**config.mk**
```make
export PLATFORM = sky130hd
export DESIGN_NAME = ready_valid_skid_pipeline
export DESIGN_NICKNAME = d
export VERILOG_FILES = /design/src/rtl/ready_valid_skid_pipeline.sv
export SDC_FILE = /design/constraint.sdc
export NUM_CORES = 1
export LEC_CHECK = 0
export ABC_AREA = 1
export CAP_MARGIN = 20
export CORE_UTILIZATION = 53
export DETAILED_ROUTE_END_ITERATION = 6
export GPL_TIMING_DRIVEN = 0
export HOLD_SLACK_MARGIN = 0.02
export PLACE_DENSITY_LB_ADDON = 0.1
export SYNTH_ARGS = -nofsm -noshare
export SYNTH_HDL_FRONTEND = slang
export SYNTH_SLANG_ARGS = --single-unit
```
**constraint.sdc**
```tcl
create_clock -name clk -period 5.14 [get_ports clk]
set_input_delay 0.771 -clock clk [delete_from_list [all_inputs] [get_ports clk]]
set_output_delay 0.771 -clock clk [all_outputs]
set_load 0.05 [all_outputs]
```
**src/rtl/ready_valid_skid_pipeline.sv**
```systemverilog
// Ready/valid register pipeline of half-buffer or skid-buffer stages,
// with an occupancy count and a synchronous flush.
module ready_valid_skid_pipeline #(
    parameter int DATA_WIDTH     = 8,
    parameter int PIPELINE_DEPTH = 3,
    parameter int MODE           = 1,
    parameter int CNT_W          = $clog2(2*PIPELINE_DEPTH+1)
) (
    input  logic                  clk,
    input  logic                  reset_n,
    input  logic                  in_valid,
    input  logic [DATA_WIDTH-1:0] in_data,
    output logic                  in_ready,
    output logic                  out_valid,
    output logic [DATA_WIDTH-1:0] out_data,
    input  logic                  out_ready,
    input  logic                  flush,
    output logic [CNT_W-1:0]      occupancy
);
    logic                  w_vld [PIPELINE_DEPTH+1];
    logic                  w_rdy [PIPELINE_DEPTH+1];
    logic [DATA_WIDTH-1:0] w_dat [PIPELINE_DEPTH+1];
    logic                  w_in_xfer;
    logic                  w_out_xfer;
    logic [CNT_W-1:0]      r_occ;

    // Flush masks both ends so nothing enters or leaves that cycle.
    assign w_vld[0]              = in_valid & ~flush;
    assign w_dat[0]              = in_data;
    assign w_rdy[PIPELINE_DEPTH] = out_ready & ~flush;

    assign in_ready  = w_rdy[0] & reset_n & ~flush;
    assign out_valid = w_vld[PIPELINE_DEPTH] & ~flush;
    assign out_data  = w_dat[PIPELINE_DEPTH];

    for (genvar g = 0; g < PIPELINE_DEPTH; g++) begin : g_stage
        logic w_up_xfer;
        logic w_dn_xfer;

        assign w_up_xfer = w_vld[g] & w_rdy[g];
        assign w_dn_xfer = w_vld[g+1] & w_rdy[g+1];

        if (MODE == 1) begin : g_skid
            logic                  r_main_v;
            logic                  r_skid_v;
            logic [DATA_WIDTH-1:0] r_main_d;
            logic [DATA_WIDTH-1:0] r_skid_d;

            assign w_rdy[g]   = ~r_skid_v;
            assign w_vld[g+1] = r_main_v;
            assign w_dat[g+1] = r_main_d;

            always_ff @(posedge clk or negedge reset_n) begin
                if (!reset_n) begin
                    r_main_v <= 1'b0;
                    r_skid_v <= 1'b0;
                end else if (flush) begin
                    r_main_v <= 1'b0;
                    r_skid_v <= 1'b0;
                end else if (w_dn_xfer) begin
                    r_main_v <= r_skid_v | w_up_xfer;
                    r_skid_v <= 1'b0;
                end else if (w_up_xfer) begin
                    r_main_v <= 1'b1;
                    r_skid_v <= r_main_v;
                end
            end

            always_ff @(posedge clk) begin
                if (w_dn_xfer) begin
                    if (r_skid_v) begin
                        r_main_d <= r_skid_d;
                    end else if (w_up_xfer) begin
                        r_main_d <= w_dat[g];
                    end
                end else if (w_up_xfer) begin
                    if (r_main_v) begin
                        r_skid_d <= w_dat[g];
                    end else begin
                        r_main_d <= w_dat[g];
                    end
                end
            end
        end else begin : g_half
            logic                  r_v;
            logic [DATA_WIDTH-1:0] r_d;

            assign w_rdy[g]   = ~r_v;
            assign w_vld[g+1] = r_v;
            assign w_dat[g+1] = r_d;

            always_ff @(posedge clk or negedge reset_n) begin
                if (!reset_n) begin
                    r_v <= 1'b0;
                end else if (flush) begin
                    r_v <= 1'b0;
                end else if (w_dn_xfer) begin
                    r_v <= 1'b0;
                end else if (w_up_xfer) begin
                    r_v <= 1'b1;
                end
            end

            always_ff @(posedge clk) begin
                if (w_up_xfer) begin
                    r_d <= w_dat[g];
                end
            end
        end
    end

    assign w_in_xfer  = in_valid & in_ready;
    assign w_out_xfer = out_valid & out_ready;

    always_ff @(posedge clk or negedge reset_n) begin
        if (!reset_n) begin
            r_occ <= '0;
        end else if (flush) begin
            r_occ <= '0;
        end else if (w_in_xfer && !w_out_xfer) begin
            r_occ <= r_occ + CNT_W'(1);
        end else if (w_out_xfer && !w_in_xfer) begin
            r_occ <= r_occ - CNT_W'(1);
        end
    end

    assign occupancy = r_occ;
endmodule

```
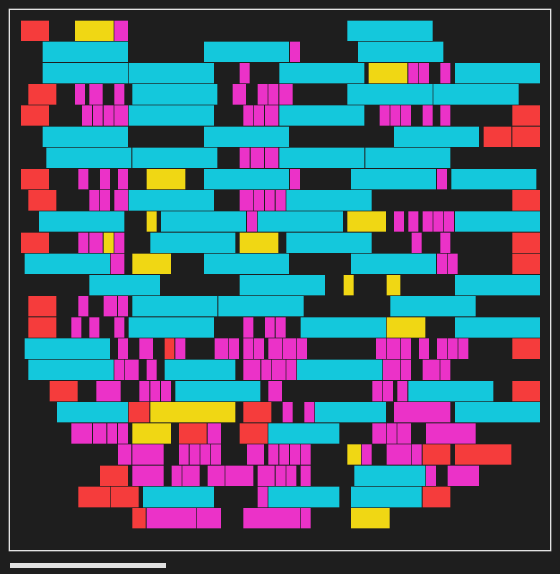
*Cells colored by class, run 1*
Bar = 20 um.
legend:
  red:
    class: remaining buffers and delay cells
    cells: 29
    share_of_their_area: 10%
  cyan:
    class: registers
    cells: 57
    share_of_their_area: 59%
  yellow:
    class: clock drivers and dummy loads
    cells: 15
    share_of_their_area: 6.2%
  magenta:
    class: remaining logic cells
    cells: 141
    share_of_their_area: 24%

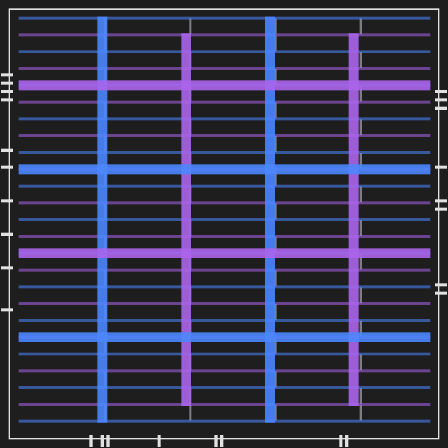
*Supply network, run 1*
Pins as bars on the die edge. Tap cells in gray.
legend:
  purple:
    net: VDD
  blue:
    net: VSS
tap cells: 52
rows: 24
met1 rails: 25
signal pins: 26
met5 straps: 4

==> results_dict.tcl, run 1 <==
# metrics dict for downstream scripts
set metrics [dict create \
    period_minus_slack_ns 3.47 \
    cp_common_cell "clkdlybuf4s50_1" \
    synthMuxAreaShare_pct 0 \
    die-width_um 69.3 \
    cts_buffers 9 \
    path_buffers 2 \
    drc 0 \
    p_int_mw 0.770 \
    dr_total_vias 1480 \
    grt.overflow.total 0 \
    place.gp.congestion 0.723 \
    clock_area_share_pct 6.08 \
    fp.coreArea_um2 4350 \
    n_all_buffers 29 \
    ys_seq_share_pct 69.4 \
    grtUsageTotal_pct 18.6 \
    synthCells 203 \
    simple_gate_area_share_pct 22.0 \
    fin_total_pwr_mw 1.00 \
    clock_buffers 10 \
    grt_pass1_wl_um 6720 \
    slowest_delay_ns 0.83 \
    setup_tns_ns 0 \
    syn_nets 217 \
    antenna_found_initial 0 \
    cts_tree "done" \
    nets 252 \
    crit_required_ns 4.37 \
    cts_htree_levels 3 \
    ctsHoldBuffers 0 \
    taps 52 \
    cts_setup_buffers 0 \
    status "complete, no violations" \
    fin_util_pct 66.2 \
    synthToLayoutAreaGrowth_pct 20.0 \
    rsz0062_at_grt "false" \
    xor_share_pct 0.365 \
    p_leak_nw 1.22 \
    switching_share_pct 23.3 \
    portBuffers 24 \
    clock_path_buffers 2 \
    setup.worst_path.class "input pin to primary output" \
    wl_um 3710 \
    nFlopsAndLatches 57 \
    report.final.hold_viol_count 0 \
    power_frac_seq_pct 52.0 \
    ir_drop_mv 0.277 \
    flop_area_um2 1670 \
    p_comb_share_pct 10.3 \
    ys_sh_aoi_pct 2.19 \
    adder_share_pct 0.834 \
    dp_hpwl_um 2690 \
    finalWorstSetupSlack_ns 1.67 \
    comb-power_mw 0.103 \
    initial_core_util_pct 55.1 \
    ys_cells 203 \
    diodes 0 \
    routedWlPerCell_um 12.6 \
    syn_area_um2 2400 \
    die_h_um 69.3 \
    p_per_area_nw_per_um2 349 \
    start_kind "input pin" \
    top_area_cell_class "registers" \
    die_area_um2 4800 \
    combGateArea_um2 609 \
    finalCritPeriodShare_pct 67.5 \
    cts_resized 0 \
]
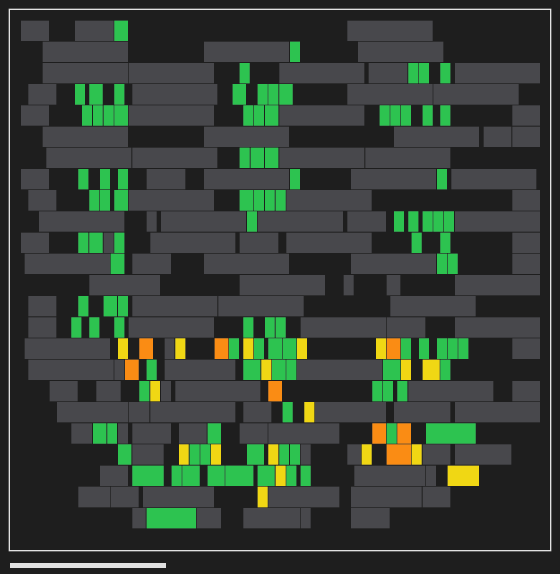
*Selected gate families, run 1*
Bar = 20 um.
legend:
  orange:
    family: aoi and oai cells
    cells: 8
    most_used: a21oi_1
  green:
    family: nand cells
    cells: 103
    most_used: nand2_1
    where: widely spread
  yellow:
    family: inv cells
    cells: 18
    most_used: inv_1
    where: south

[run 1: worst register-to-register path: stages, from the launching register on]
cell and delay (ns):
dfrtp_1 0.41, inv_2 0.12, nand2_2 0.09, inv_2 0.16, nand2_2 0.16, a21oi_1 0.60
[run 1: cells in the final DEF (no fill, tap or decap), types with 2 or more instances in the layout]
cell             synthesis  layout
a21oi_1                  6       6
clkbuf_1                 1       2
clkbuf_8                 0       9
clkdlybuf4s50_1          0      24
clkinv_1                 0       2
clkinv_2                 0       2
dfrtp_1                  9       9
edfxtp_1                48      48
inv_1                   14      14
inv_2                    2       2
nand2_1                 74      74
nand2_2                  3       3
nand3_1                 19      19
nand3_4                  2       2
nand4_1                  3       3
nor2_1                   6       6
[run 1: worst paths after layout]
path | cells past startpoint | startpoint | endpoint
worst max-delay path | 3 | reset_n | in_ready
worst min-delay path | 0 | g_stage[0].g_skid.r_main_d[1] | g_stage[1].g_skid.r_skid_d[1]
worst max register to register | 5 | g_stage[2].g_skid.r_skid_v | g_stage[1].g_skid.r_main_d[7]
worst min register to register | 0 | g_stage[0].g_skid.r_main_d[1] | g_stage[1].g_skid.r_skid_d[1]
max in group asynchronous | 1 | reset_n | g_stage[1].g_skid.r_skid_v
min in group asynchronous | 1 | reset_n | g_stage[0].g_skid.r_main_v
[run 1: synthesized netlist by cell type]
cell / count / area (um2)
nand2_1: 74 / 278
nand2_2: 3 / 18.8
buf_2: 1 / 5.00
dfrtp_1: 9 / 225
fa_1: 1 / 20.0
nand4_1: 3 / 18.8
xnor2_1: 1 / 8.76
a21oi_2: 1 / 8.76
inv_2: 2 / 7.51
nand3_4: 2 / 35.0
nor2_4: 1 / 11.3
edfxtp_1: 48 / 1440
nor3b_1: 1 / 7.51
buf_6: 1 / 11.3
nor2_1: 6 / 22.5
inv_1: 14 / 52.6
nand2_4: 1 / 11.3
buf_4: 1 / 7.51
clkbuf_1: 1 / 3.75
nand3_2: 1 / 10.0
nor2_8: 1 / 20.0
o21ai_1: 1 / 5.00
buf_12: 1 / 20.0
nand3_1: 19 / 95.1
a31o_2: 1 / 8.76
inv_4: 1 / 6.26
a21oi_1: 6 / 30.0
inv_8: 1 / 11.3
[run 1: registers in the layout, summed over array words and instances, names as in the netlist]
name	count
g_stage.g_skid.r_main_v	3
g_stage.g_skid.r_skid_v	3
g_stage.g_skid.r_skid_d	24
out_data	8
g_stage.g_skid.r_main_d	16
occupancy	3
[run 1: stage by stage]
stage,cells,hold WS [ns],cell area [um2]
2_1_floorplan,203,0.427,2400
6_report,294,0.449,2880
3_5_place_dp,279,0.437,2710
3_3_place_gp,279,0.435,2710
4_1_cts,294,0.452,2880
5_1_grt,294,0.471,2880
[run 1: layer usage]
layer | wire length, um | GRT usage [%] | part of all wire (%) | vias to the layer above
met5 | 0 | 0 | 0 | -
met4 | 109 | 12.2 | 2.9 | 0
met3 | 118 | 4.36 | 3.2 | 11
met2 | 1890 | 31.5 | 51 | 33
met1 | 1590 | 21.0 | 43 | 680
li1 | - | - | - | 756
==> run 2: changes to the inputs <==
==> constraint.sdc (replaced) <==
create_clock -name clk -period 3.4 [get_ports clk]
set_input_delay 0.51 -clock clk [delete_from_list [all_inputs] [get_ports clk]]
set_output_delay 0.51 -clock clk [all_outputs]
set_load 0.05 [all_outputs]
==> results_dict.tcl, run 2 <==
# metrics dict for downstream scripts
set metrics [dict create \
    synth-async-reset-ratio_pct 15.8 \
    syn_nets 217 \
    initial_core_util_pct 55.1 \
    die-width_um 69.3 \
    drc 0 \
    status "complete, no violations" \
    die_h_um 69.3 \
    placed_area_um2 2710 \
    wl_met1_um 1590 \
    ys_cells 203 \
    cts_setup_buffers 0 \
    cts_buffers 9 \
    yosysTopAreaCellShare_pct 60.0 \
    grtUsageTotal_pct 18.6 \
    wl_met3_um 118 \
    largest_reg_flops 24 \
    routedWlPerCell_um 12.6 \
    clock_path_buffers 2 \
    cts_resized 0 \
    synthCells 203 \
    largest_register "g_stage.g_skid.r_skid_d" \
    post-route-cell-area_um2 2880 \
    dr_total_vias 1480 \
    synthToLayoutAreaGrowth_pct 20.0 \
    top_cells_by_count "nand2_1, edfxtp_1, nand3_1" \
    grt.overflow.total 0 \
    place.gp.congestion 0.723 \
    yosysTopAreaCell "edfxtp_1" \
    nets 252 \
    top_cell "nand2_1" \
    die_area_um2 4800 \
    fin_total_pwr_mw 1.52 \
    fp.coreArea_um2 4350 \
    top_layer "met4" \
    portBuffers 24 \
    synth-main-ff-cell "edfxtp_1" \
    setup_tns_ns 0 \
    cp_common_cell "clkdlybuf4s50_1" \
    syn_area_um2 2400 \
    start_kind "input pin" \
    report.final.hold_viol_count 0 \
    final_cell_mix "nand2_1, edfxtp_1, clkdlybuf4s50_1" \
    cts_htree_levels 3 \
    layout.cells.most_common "nand2_1" \
    grt_pass1_wl_um 6720 \
    period_minus_slack_ns 2.95 \
    ctsHoldBuffers 0 \
    antenna_found_initial 0 \
    synth-edff-count 48 \
    area_leaders "edfxtp_1, nand2_1, dfrtp_1" \
    dp_hpwl_um 2690 \
    dr_wl_met2_um 1890 \
]
==> run 2: area by class of cell <==
class                      instances  area, um2  share of cell area, %
multi-input combinational        123        609                   21.1
buffer                             5       47.5                   1.65
clock buffer                      10        128                   4.43
timing repair buffer              24        240                   8.34
clock inverter                     5       47.5                   1.65
inverter                          18       77.6                   2.69
sequential                        57       1670                   57.8
tap                               52       65.1                   2.26
==> run 2: worst paths after layout <==
path                                                    start                             to  slack [ns]  cells after the start
worst max-delay path                                  reset_n                       in_ready        0.45                      3
worst min-delay path                                    flush     g_stage[2].g_skid.r_skid_v        0.41                      2
worst max register to register     g_stage[2].g_skid.r_skid_v  g_stage[1].g_skid.r_main_d[7]        1.49                      5
worst min register to register  g_stage[0].g_skid.r_main_d[1]  g_stage[1].g_skid.r_skid_d[1]        0.45                      0
max in group asynchronous                             reset_n     g_stage[1].g_skid.r_skid_v        2.48                      1
min in group asynchronous                             reset_n     g_stage[0].g_skid.r_main_v        0.55                      1
==> run 2: metrics by stage <==
step	cells	setup slack [ns]
finish	294	0.455
global route	294	0.305
CTS	294	0.403
detailed placement	279	0.427
global placement	279	0.454
floorplan	203	1.10
==> run 2: cells by family after synthesis <==
family,after synthesis,share of synthesized area [%]
AND-OR/OR-AND,9,2.19
XOR/XNOR,1,0.365
adder cells (fa/ha/maj),1,0.834
buffers and inverters,23,5.21
flip-flops,57,69.4
AND/OR/NAND/NOR,112,22.0
==> run 2: layer usage <==
metal  track usage [%]  up-vias
met3              4.36       11
met1              21.0      680
li1                  -      756
met4              12.2        0
met5                 0        -
met2              31.5       33
==> run 2: worst max-delay path: cells and delay by family <==
kind                   cells  cell delay, ns
buffers and inverters      2            1.66
and+or+nand+nor            1            0.26
==> run 2: report_power, final <==
group | total, mW | leakage (nW) | switching (mW) | internal (mW)
Clock | 0.573 | 0.0910 | 0.247 | 0.326
Sequential | 0.789 | 0.558 | 0.0126 | 0.777
Combinational | 0.156 | 0.574 | 0.0948 | 0.0611
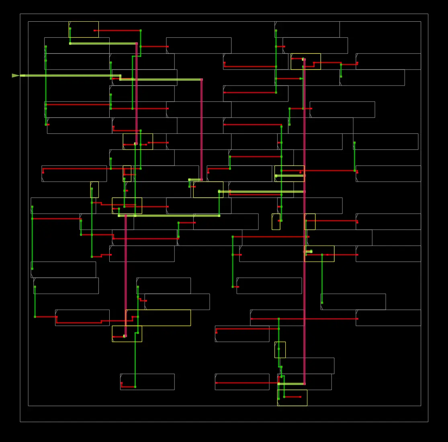
*Clock nets, run 2*
Sink Count: 57
clock buffers: 10
P_clk: 0.573 mW
clk latency late pin: 0.33 ns
flop count: 57

### Selected gate families, run 2

Bar = 20 um.
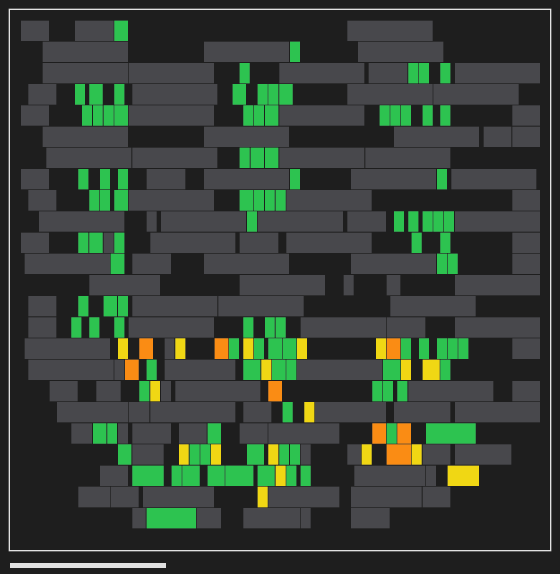

==> run 3: changes to the inputs <==
--- a/config.mk
+++ b/config.mk
@@ -7,6 +7,7 @@
 export LEC_CHECK = 0
 export ABC_AREA = 1
 export CAP_MARGIN = 20
+export CORE_MARGIN = 3
 export CORE_UTILIZATION = 53
 export DETAILED_ROUTE_END_ITERATION = 6
 export GPL_TIMING_DRIVEN = 0
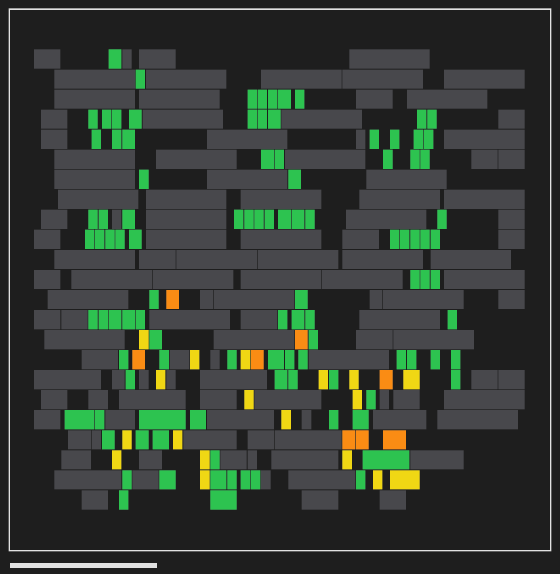
*Selected gate families, run 3*
Bar = 20 um.
legend:
  green:
    family: nand cells
    cells: 103
    most_used: nand2_1
  orange:
    family: aoi and oai cells
    cells: 8
    most_used: a21oi_1
  yellow:
    family: inv cells
    cells: 18
    most_used: inv_1

==> results_dict.tcl, run 3 <==
# metrics dict for downstream scripts
set metrics [dict create \
    syn_area_um2 2400 \
    worstRegToRegCells 5 \
    grt_max_degree 13 \
    cp_common_cell "clkdlybuf4s50_1" \
    die-width_um 73.3 \
    avgSynthCellArea_um2 11.8 \
    grt_pass1_wl_um 6720 \
    portBuffers 24 \
    largest_reg_flops 24 \
    layout.cells.most_common "nand2_1" \
    grt.overflow.total 0 \
    final_cell_mix "nand2_1, edfxtp_1, clkdlybuf4s50_1" \
    hold_end "g_stage[2].g_skid.r_skid_v" \
    crit_family "buffers and inverters" \
    hold_path.class "input pin to register" \
    endpoint_kind "primary output" \
    clock_skew_ns 0.00545 \
    placementRows 23 \
    report.final.hold_viol_count 0 \
    finalWorstSetupSlack_ns 0.492 \
    clkSinkCount 57 \
    place.gp.congestion 0.743 \
    clk_latency_ns 0.33 \
    synth-edff-count 48 \
    cts_setup_buffers 0 \
    worst-r2r-setup-slack_ns 1.46 \
    top_cell "nand2_1" \
    clock_path_buffers 2 \
    start_kind "input pin" \
    p_per_area_nw_per_um2 529 \
    die_area_um2 5370 \
    setup_tns_ns 0 \
    timing.rr.end "g_stage[1].g_skid.r_main_d[6]" \
    yosysTopAreaCellShare_pct 60.0 \
    fin_total_pwr_mw 1.52 \
    cp.arrival_ns 2.40 \
    synth-main-ff-cell "edfxtp_1" \
    nets 252 \
    wl_um 3840 \
    grt-busiest-layer "met2" \
    die_h_um 73.3 \
    largest_register "g_stage.g_skid.r_skid_d" \
    drc 0 \
    ys_cells 203 \
    area_leaders "edfxtp_1, nand2_1, dfrtp_1" \
    ctsHoldBuffers 0 \
    dp_hpwl_um 2820 \
    fp.coreArea_um2 4170 \
    grtUsageTotal_pct 17.0 \
    dr_total_vias 1508 \
    met1_usage_pct 18.2 \
    preCtsSetupSlack_ns 0.469 \
    setup_viol 0 \
    synth-async-reset-ratio_pct 15.8 \
    antenna_found_initial 0 \
    yosysTopAreaCell "edfxtp_1" \
    cts_resized 0 \
    cts_htree_levels 3 \
    hold_depth 2 \
    min_from "flush" \
    finalCritPeriodShare_pct 85.5 \
    p_leak_nw 1.22 \
    synthToLayoutAreaGrowth_pct 20.1 \
    routedWlPerCell_um 13.1 \
    syn_nets 217 \
    gr-usage-met3_pct 3.69 \
    use_met2_pct 29.8 \
    top_cells_by_count "nand2_1, edfxtp_1, nand3_1" \
    cts_buffers 9 \
    path_buffers 2 \
    synthCells 203 \
    status "complete, no violations" \
    rr_startpoint "g_stage[2].g_skid.r_skid_v" \
    period_minus_slack_ns 2.91 \
    initial_core_util_pct 57.5 \
    rsz0062_at_grt "false" \
]
run 3: cell counts after synthesis:
No cell type changed its count.
run 3: cell type report:
cell class                 instances  area [um2]
buffer                             5        47.5
clock buffer                      12         135
clock inverter                     4        43.8
fill                             305        1290
inverter                          18        77.6
multi-input combinational        123         609
sequential                        57        1670
tap                               50        62.6
timing repair buffer              24         240
run 3: worst max-delay path by stage:
stage	depth (start not counted)	slack, ns	to	from
6_report	3	0.49	in_ready	reset_n
5_1_grt	3	0.32	in_ready	reset_n
4_1_cts	3	0.46	in_ready	reset_n
3_5_place_dp	3	0.47	in_ready	reset_n
3_3_place_gp	3	0.47	in_ready	reset_n
2_1_floorplan	2	1.10	in_ready	flush
run 3: metrics by stage:
step | hold slack (ns) | area [um2] | utilization, % | cells
6_report | 0.421 | 2880 | 69.1 | 293
2_1_floorplan | 0.214 | 2400 | - | 203
3_3_place_gp | 0.435 | 2700 | 64.8 | 277
3_5_place_dp | 0.441 | 2700 | 64.8 | 277
5_1_grt | 0.416 | 2880 | 69.1 | 293
4_1_cts | 0.399 | 2880 | 69.1 | 293
run 3: layer usage:
metal / share of wire, % / up-vias
li1: - / 755
met4: 2.3 / 0
met5: 0 / -
met3: 4.0 / 9
met1: 42 / 713
met2: 52 / 31
run 3: power breakdown:
group	internal, mW	switching (mW)	total, mW
registers	0.777	0.0125	0.789
logic	0.0615	0.0971	0.159
clock network	0.334	0.242	0.576
total	1.17	0.352	1.52
run 3: cell families (layout without fill, tap and decap cells):
logic type      after synthesis  count (layout)  share of synthesized area (%)
fa+ha+maj                     1               1                          0.834
buf+inv                      23              63                           5.21
xor+xnor                      1               1                          0.365
simple gates                112             112                           22.0
flops                        57              57                           69.4
compound gates                9               9                           2.19
No activity file was given, so power comes from the tool's default toggle rates.
